File: src/rtl/fp_to_int_seq.sv
// Sequential floating-point to integer converter: bit-serial integer extraction
// followed by optional rounding, saturation and sign-magnitude / two's complement output.
module fp_to_int_seq #(
    parameter int EXP_W     = 4,
    parameter int FRAC_W    = 8,
    parameter int INT_W     = 8,
    parameter bit TWOS_COMP = 1'b0
) (
    input  logic              clk,
    input  logic              reset_n,
    input  logic              start,
    input  logic              sign,
    input  logic [EXP_W-1:0]  exp,
    input  logic [FRAC_W-1:0] frac,
    input  logic              rnd_en,
    input  logic              sat_en,
    output logic              ready,
    output logic              done,
    output logic [INT_W-1:0]  integ,
    output logic              uf,
    output logic              of
);

    localparam logic [1:0] S_IDLE  = 2'd0;
    localparam logic [1:0] S_SHIFT = 2'd1;
    localparam logic [1:0] S_FIN   = 2'd2;

    localparam logic [INT_W-1:0] MAX_MAG = {1'b0, {(INT_W-1){1'b1}}};

    logic [1:0]        state_q,   state_d;
    logic              sign_q,    sign_d;
    logic              rnd_q,     rnd_d;
    logic              sat_q,     sat_d;
    logic              uf_pend_q, uf_pend_d;
    logic              of_pend_q, of_pend_d;
    logic [EXP_W-1:0]  cnt_q,     cnt_d;
    logic [INT_W-2:0]  acc_q,     acc_d;
    logic [FRAC_W-1:0] fr_q,      fr_d;
    logic [INT_W-1:0]  integ_q,   integ_d;
    logic              uf_q,      uf_d;
    logic              of_q,      of_d;
    logic              done_q,    done_d;

    // Finishing arithmetic, only consumed while in FIN.
    logic [INT_W-1:0] mag;
    logic [INT_W-1:0] sel_mag;
    logic [INT_W-1:0] fmt;
    logic             ovf;

    always_comb begin
        mag     = {1'b0, acc_q} + INT_W'(rnd_q & fr_q[FRAC_W-1]);
        ovf     = of_pend_q | (mag > MAX_MAG);
        sel_mag = ovf ? (sat_q ? MAX_MAG : '0) : mag;
        if (sel_mag == '0) begin
            fmt = '0;
        end else if (TWOS_COMP) begin
            fmt = sign_q ? (~sel_mag + 1'b1) : sel_mag;
        end else begin
            fmt = {sign_q, sel_mag[INT_W-2:0]};
        end
    end

    // NOTE: every _d gets a default before the case so no path leaves it unassigned (no latches).
    always_comb begin
        state_d   = state_q;
        sign_d    = sign_q;
        rnd_d     = rnd_q;
        sat_d     = sat_q;
        uf_pend_d = uf_pend_q;
        of_pend_d = of_pend_q;
        cnt_d     = cnt_q;
        acc_d     = acc_q;
        fr_d      = fr_q;
        integ_d   = integ_q;
        uf_d      = uf_q;
        of_d      = of_q;
        done_d    = 1'b0;

        case (state_q)
            S_IDLE: begin
                if (start) begin
                    sign_d    = sign;
                    rnd_d     = rnd_en;
                    sat_d     = sat_en;
                    uf_pend_d = 1'b0;
                    of_pend_d = 1'b0;
                    cnt_d     = '0;
                    acc_d     = '0;
                    fr_d      = '0;
                    if (!frac[FRAC_W-1]) begin
                        state_d = S_FIN;
                    end else if (exp == '0) begin
                        uf_pend_d = 1'b1;
                        state_d   = S_FIN;
                    end else if (exp > EXP_W'(INT_W-1)) begin
                        of_pend_d = 1'b1;
                        state_d   = S_FIN;
                    end else begin
                        cnt_d   = exp;
                        fr_d    = frac;
                        state_d = S_SHIFT;
                    end
                end
            end
            S_SHIFT: begin
                acc_d = {acc_q[INT_W-3:0], fr_q[FRAC_W-1]};
                fr_d  = {fr_q[FRAC_W-2:0], 1'b0};
                cnt_d = cnt_q - 1'b1;
                if (cnt_q == EXP_W'(1)) state_d = S_FIN;
            end
            S_FIN: begin
                integ_d = fmt;
                uf_d    = uf_pend_q;
                of_d    = ovf;
                done_d  = 1'b1;
                state_d = S_IDLE;
            end
            default: state_d = S_IDLE;
        endcase
    end

    // NOTE: state uses non-blocking assignments so all flops update from pre-edge values.
    // NOTE: every register, datapath included, is reset so an aborted conversion leaves no residue.
    always_ff @(posedge clk or negedge reset_n) begin
        if (!reset_n) begin
            state_q   <= S_IDLE;
            sign_q    <= 1'b0;
            rnd_q     <= 1'b0;
            sat_q     <= 1'b0;
            uf_pend_q <= 1'b0;
            of_pend_q <= 1'b0;
            cnt_q     <= '0;
            acc_q     <= '0;
            fr_q      <= '0;
            integ_q   <= '0;
            uf_q      <= 1'b0;
            of_q      <= 1'b0;
            done_q    <= 1'b0;
        end else begin
            state_q   <= state_d;
            sign_q    <= sign_d;
            rnd_q     <= rnd_d;
            sat_q     <= sat_d;
            uf_pend_q <= uf_pend_d;
            of_pend_q <= of_pend_d;
            cnt_q     <= cnt_d;
            acc_q     <= acc_d;
            fr_q      <= fr_d;
            integ_q   <= integ_d;
            uf_q      <= uf_d;
            of_q      <= of_d;
            done_q    <= done_d;
        end
    end

    assign ready = (state_q == S_IDLE);
    assign done  = done_q;
    assign integ = integ_q;
    assign uf    = uf_q;
    assign of    = of_q;

endmodule

File: config.mk
export PLATFORM = sky130hd
export DESIGN_NAME = fp_to_int_seq
export DESIGN_NICKNAME = d
export VERILOG_FILES = /design/src/rtl/fp_to_int_seq.sv
export SDC_FILE = /design/constraint.sdc
export NUM_CORES = 1
export LEC_CHECK = 0
export CORE_MARGIN = 2
export CORE_UTILIZATION = 48
export DETAILED_ROUTE_END_ITERATION = 8
export GPL_ROUTABILITY_DRIVEN = 0
export PLACE_DENSITY = 0.72
export SYNTH_ARGS = -nofsm -noshare
export SYNTH_HDL_FRONTEND = slang
export SYNTH_SLANG_ARGS = --single-unit
File: constraint.sdc
create_clock -name clk -period 2.8 [get_ports clk]
set_clock_uncertainty 0.15 [all_clocks]
set_input_delay 0.42 -clock clk [delete_from_list [all_inputs] [get_ports clk]]
set_output_delay 0.42 -clock clk [all_outputs]
set_load 0.01 [all_outputs]
run_1/gate_families.png
Scale: 4 px per micron.
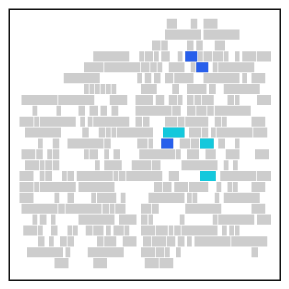
multiplexers: marked cyan, cells 3. XOR/XNOR gates: marked blue, cells 3.
Commonest Layout Cell: nand2_1
logic share of the area: 0.391

run_1/registers.png
Scale: 8 px per micron. Other sequential cells in the stronger gray, the rest of the logic in the fainter gray.
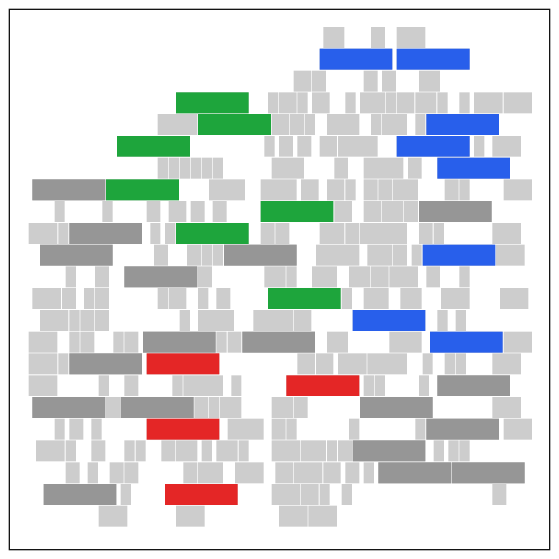
integ: marked blue, sequential cells 8. cnt_q: marked red, sequential cells 4. acc_q: marked green, sequential cells 7.
utilization after layout: 0.581
Sequential Power: 879 uW
Sequential Area: 926 sq um

run_1/zoom.png
Region (38, 38) to (63, 63) microns. Cells in gray, sequential cells in the stronger gray; small squares are vias.
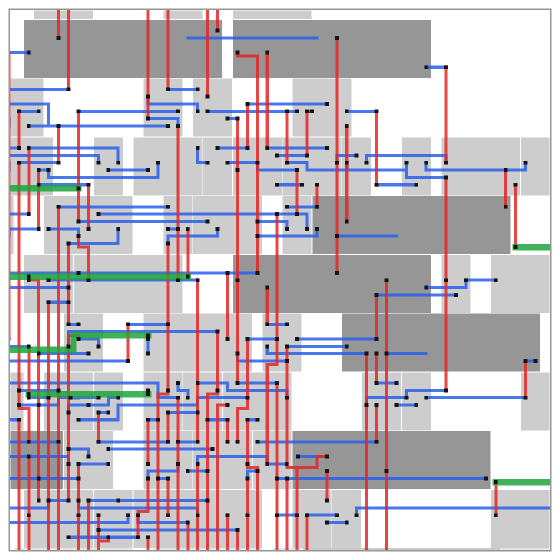
met2: marked red. met1: marked blue. met3: marked green.
Sequential cells in the window: 6. Netlist names of flops here include integ (5), sat_q (1). Most frequent: nand2_1 (7), dfrtp_1 (6), a21oi_1 (4). 47 logic cells have their middle in the window.

run_1/met1.png
Scale: 4 px per micron.
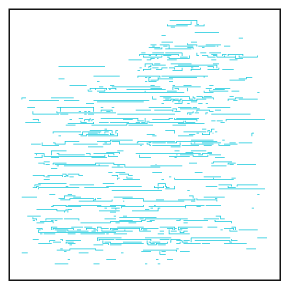
The layer carries 1760 microns of wire. The longest straight run is 21.2 microns. The wires run mostly horizontal. The layer holds 46% of the routed length. 220 nets have wire on it.

==> results.json, run 1 <==
{
  "comb_power_uw": 786,
  "logic_area_sq_um": 896,
  "clockBufferDepth": 2,
  "core_sq_um": 3940,
  "buffers": 30,
  "grt_pass1_vias": 1458,
  "r2r_cells": 6,
  "clkPwrFrac": 0.183,
  "chipWidth_microns": 67.4,
  "die-area_sq_um": 4540,
  "power_frac_comb": 0.386,
  "dominant_cells": "sequential cells",
  "fin_crit_sh": 0.784,
  "p_sw_frac": 0.365,
  "cts_root_buf": "clkbuf_8",
  "n_clock_buffer": 7,
  "grt_pass1_wl_mm": 6.71,
  "insertion_delay_ns": 0.28,
  "relSlewSlack": 0.465,
  "use_met3": 0.0400,
  "fin_crit_ns": 2.19,
  "path_cells": "and2_1, ha_1, and3_4, mux2_4, o41ai_2, o211ai_1",
  "design_area_sq_um": 2290,
  "met1_usage": 0.259,
  "drtPass1Iterations": 4,
  "fmax_mhz": 456,
  "nets": 265,
  "fp_util": 0.489,
  "criticalPathCategory": "reg -> reg",
  "post-cts-setup-buffer-count": 0,
  "gr-total-overflow": 0,
  "worst-r2r-setup-slack_ns": 0.61,
  "syn-instance-count": 222,
  "dp_slack_ns": 0.495,
  "tap_cells": 50,
  "num_rows": 23,
  "p_sw_uw": 743,
  "critical-path-slowest-cell": "dfrtp_1",
  "die_height_microns": 67.4,
  "worst-path-stages": 6,
  "routed_via_density": 5.46,
  "crit_start": "fr_q[7]",
  "clock_area_frac": 0.0377,
  "dpl.hpwl_mm": 2.62,
  "cts_buffers": 5,
  "syn_to_final_growth_pct": 18.8,
  "use_met2": 0.328,
  "io_buffers": 29,
  "synth_area_sq_um": 1930,
  "power_leader": "registers",
  "critical_path_buf_inv_count": 0,
  "wire_per_inst_microns": 13.0,
  "stdcell_count": 293,
  "buf_share": 0.128,
  "drc_errors": 0,
  "synth_cell_types": 41,
  "cts_tree": "yes",
  "setup_viol": 0,
  "met2_length_mm": 1.79,
  "postSynthSeqShare": 0.481,
  "whs_ns": 0.0676,
  "r2r-end": "integ[7]",
  "wl_met3_microns": 203,
  "fin_total_pwr_uw": 2040,
  "powerDensity_nw_per_um2": 889,
  "tool_warnings": 28,
  "seq_area_frac": 0.404,
  "final_cell_mix": "nand2_1 (50), dfrtp_1 (37), clkdlybuf4s50_1 (28)",
  "p_int_uw": 1290,
  "cp_max_fo": 9,
  "seqPwrFrac": 0.431,
  "critPathCapture": "integ[7]",
  "drt_iter0_drc": 52,
  "final_antenna_net_count": 0,
  "synth_nets": 244,
  "dr_total_vias": 1599,
  "run_status": "completed",
  "start_kind": "register",
  "cts.clk_slew.worst_paths_ns": 0.07,
  "cts_sinks": 37,
  "worstPathRequired_ns": 2.80,
  "leakage_uw": 0.000994,
  "inv_count": 7,
  "holdBufCountCts": 0,
  "wl_mm": 3.81,
  "seq_cells": 37,
  "cpPeakStageDelay_ns": 0.37,
  "hold_path_class": "in -> async",
  "yosysWarnings": 0,
  "end_kind": "register",
  "postCtsResizedCells": 0,
  "crit_family": "AND-OR/OR-AND gates",
  "fin_ws_ns": 0.605,
  "drv_slew": 0,
  "tightestPinTransition_ns": 0.800,
  "avgSynthCellArea_sq_um": 8.68,
  "fin_tns_setup_ns": 0,
  "irDropWorstVdd_uv": 402,
  "place_inst": 286,
  "ys_cells": 222,
  "dpl_cell_area_sq_um": 2200,
  "antenna_found_initial": 0,
  "rsz0062_at_grt": "false",
  "cts_htree_levels": 2,
  "crit_arrival_ns": 2.20,
  "io_pins": 30,
  "power_clock_uw": 372,
  "n_antenna_cell": 0,
  "r2r-start": "fr_q[7]",
  "ys_seq_elements": 37,
  "drv_cap": 0,
  "grt_busiest_layer": "met2",
  "ys_chip_area_sq_um": 1930,
  "grt_usage": 0.201,
  "logic_gates": 162,
  "drive_above_1_share": 0.0617,
  "n_fill_cell": 353,
  "grt_max_degree": 38,
  "hold_viol": 0,
  "m1WireLength_mm": 1.76
}
run 1: cell usage after synthesis:
cell type / count / area (sq um)
mux2i_1: 1 / 10.0
and3_4: 1 / 11.3
a21oi_1: 14 / 70.1
o211ai_1: 2 / 15.0
buf_1: 1 / 3.75
ha_1: 4 / 50.1
o41ai_2: 1 / 16.3
a211oi_1: 1 / 7.51
a22oi_1: 1 / 7.51
nor3_1: 4 / 20.0
nand3_1: 12 / 60.1
xor2_1: 1 / 8.76
or3b_2: 1 / 8.76
a2bb2oi_1: 1 / 8.76
nand2_1: 50 / 188
inv_1: 7 / 26.3
nor3b_1: 1 / 7.51
nor3_2: 1 / 10.0
o21bai_2: 1 / 11.3
and2_1: 3 / 18.8
nor4_1: 3 / 18.8
dfrtp_1: 37 / 926
buf_2: 9 / 45.0
nor2b_1: 2 / 12.5
nand2b_1: 4 / 25.0
or4_1: 1 / 7.51
o311ai_0: 1 / 8.76
mux2_2: 1 / 11.3
a31oi_1: 3 / 18.8
nand4b_1: 1 / 8.76
o21ai_0: 18 / 90.1
buf_6: 1 / 11.3
mux2_4: 1 / 15.0
a311oi_1: 1 / 8.76
nor2_1: 14 / 52.6
xnor2_1: 2 / 17.5
o31ai_1: 5 / 37.5
nand4_1: 3 / 18.8
or3_1: 1 / 6.26
a32oi_1: 1 / 8.76
clkbuf_1: 5 / 18.8
run 1: cells by family after synthesis:
family | after synthesis | synth area share
AND-OR/OR-AND | 50 | 0.160
XOR/XNOR | 3 | 0.0136
adder cells (fa/ha/maj) | 4 | 0.0260
buffers and inverters | 23 | 0.0545
flip-flops | 37 | 0.481
multiplexers | 3 | 0.0188
AND/OR/NAND/NOR | 102 | 0.246
--- run 2 (diff from run 1) ---
- PLACE_DENSITY: 0.72 -> 0.75
- clock period: 2.8 -> 1.9 ns (I/O delays scaled with it)
run_2/met1.png
Scale: 4 px per micron.
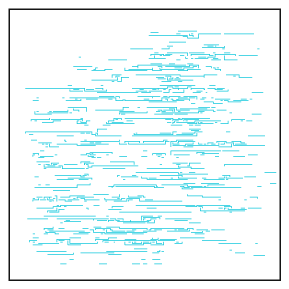
The longest straight run is 17.9 microns. The layer holds 45% of the routed length. 239 nets have wire on it. The wires run mostly horizontal.
met1 Use GR: 0.251
routed wire length: 3.98 mm
via count: 1667

==> results.json, run 2 <==
{
  "ys_seq_elements": 37,
  "n_antenna_cell": 0,
  "syn_to_final_growth_pct": 25.3,
  "hold_viol": 0,
  "dpl.hpwl_mm": 2.93,
  "fmax_mhz": 531,
  "rsz0062_at_grt": "true",
  "clockBufferDepth": 2,
  "grt_usage": 0.211,
  "yosysMostFrequentCell": "nand2_1",
  "place_inst": 301,
  "grt_max_degree": 38,
  "ff_type": "dfrtp_1",
  "drive_above_1_share": 0.124,
  "run_status": "completed",
  "synth_nets": 244,
  "cts_sinks": 37,
  "cpPeakStageDelay_ns": 0.38,
  "crit_family": "flip-flops",
  "routed_via_density": 5.41,
  "num_rows": 23,
  "crit_arrival_ns": 1.89,
  "worstPathRequired_ns": 1.91,
  "stdcell_count": 308,
  "drtPass1Iterations": 5,
  "grt_pass1_vias": 1592,
  "nets": 280,
  "avgSynthCellArea_sq_um": 8.68,
  "setup_viol": 0,
  "end_kind": "register",
  "drv_slew": 0,
  "cts_htree_levels": 2,
  "drt_iter0_drc": 68,
  "comb_power_uw": 1300,
  "critical-path-slowest-cell": "dfrtp_1",
  "io_buffers": 29,
  "gr-total-overflow": 0,
  "lay_top_count": "nand2_1",
  "hold_path_class": "in -> async",
  "powerSeq_uw": 1280,
  "tightestPinTransition_ns": 0.459,
  "cp_max_fo": 4,
  "postSynthSeqShare": 0.481,
  "cts_root_buf": "clkbuf_8",
  "irDropWorstVdd_uv": 716,
  "ys_chip_area_sq_um": 1930,
  "power_leader": "combinational cells",
  "syn-instance-count": 222,
  "fin_crit_ns": 1.88,
  "clkPwrFrac": 0.174,
  "p_sw_uw": 1130,
  "io_pins": 30,
  "fp_util": 0.489,
  "die_height_microns": 67.4,
  "dpl_cell_area_sq_um": 2320,
  "top_area_cell": "dfrtp_1",
  "criticalPathCategory": "reg -> reg",
  "final_cell_mix": "nand2_1 (50), dfrtp_1 (36), clkdlybuf4s50_1 (29)",
  "synth_top_area_share": 0.481,
  "synth-edff-count": 0,
  "cts.clk_slew.worst_paths_ns": 0.07,
  "drv_cap": 0,
  "ys_cells": 222,
  "path_cells": "and2_4, ha_2, and3_4, mux2_4, o41ai_2, o211ai_1",
  "start_kind": "register",
  "antenna_found_initial": 0,
  "common_cells": "nand2_1 (50), dfrtp_1 (37), o21ai_0 (18), a21oi_1 (14), nor2_1 (14)",
  "drc_errors": 0,
  "synth_cell_types": 41,
  "die-area_sq_um": 4540,
  "area_leaders": "dfrtp_1 (48%), nand2_1 (9.7%), o21ai_0 (4.7%), a21oi_1 (3.6%), nand3_1 (3.1%)",
  "chipWidth_microns": 67.4,
  "p_sw_frac": 0.362,
  "cts_tree": "yes",
  "ys_async_sr_fraction": 1.00,
  "power_frac_comb": 0.416,
  "seqPwrFrac": 0.410,
  "p_int_uw": 2000,
  "powerDensity_nw_per_um2": 1300,
  "cts_buffers": 5,
  "relSlewSlack": 0.694,
  "design_area_sq_um": 2410,
  "final_antenna_net_count": 0,
  "core_sq_um": 3940,
  "power_clock_uw": 545,
  "synth_area_sq_um": 1930,
  "fin_crit_sh": 0.990,
  "critical_path_buf_inv_count": 0,
  "insertion_delay_ns": 0.29,
  "leakage_uw": 0.00107,
  "wire_per_inst_microns": 12.9,
  "tool_warnings": 29,
  "yosysWarnings": 0,
  "grt_pass1_wl_mm": 7.12
}
run 2: area by class of cell:
cell class                      instances  area, sq um
Multi-Input combinational cell        162          901
Sequential cell                        37          927
Clock buffer                            7         86.3
Tap cell                               50         62.6
Inverter                                7         26.3
Timing Repair Buffer                   45          410
Fill cell                             360         1530
run 2: stage by stage:
step	setup WS, ns	TNS (ns)	hold WS, ns	util	total power, uW
floorplan	0.0133	0	-0.161	-	2040
global placement	-0.0182	-0.119	0.301	0.589	2550
detailed placement	-0.0672	-0.553	0.306	0.589	2590
CTS	0.0256	0	0.282	0.612	3160
global route	-0.00270	-0.00270	0.299	0.612	3410
finish	0.0183	0	0.263	0.612	3130
run 2: cells by family (layout without fill, tap and decap cells):
kind of cell,Yosys count,after routing,synth area share
adder cells (fa/ha/maj),4,4,0.0260
multiplexers,3,3,0.0188
flip-flops,37,37,0.481
buffers and inverters,23,59,0.0545
XOR/XNOR,3,3,0.0136
AND/OR/NAND/NOR,102,102,0.246
AND-OR/OR-AND,50,50,0.160
run 2: path summary, 6_finish.rpt:
path	from	endpoint	slack [ns]	cells after the start
worst max-delay path	rnd_q	integ[7]	0.02	6
worst min-delay path	reset_n	uf	0.26	2
worst max register to register	rnd_q	integ[7]	0.02	6
worst min register to register	integ[4]	integ[4]	0.32	2
max in group asynchronous	reset_n	state_q[0]	0.99	2
min in group clk	integ[4]	integ[4]	0.32	2
run 2: per-layer routing:
metal	routed length [microns]	track usage	vias up	part of all wire
met1	1790	0.251	786	0.45
li1	-	-	837	-
met4	46	0.0536	0	0.012
met5	0	0	-	0
met3	202	0.0667	6	0.051
met2	1940	0.370	38	0.49
run 2: what timing repair did:
item	in CTS	in global routing
hold buffers	0	0
setup buffers	0	0
endpoints found under the setup margin	1	2
resized	2	2
Power figures rest on the tool's default switching activity, not on a simulated workload.
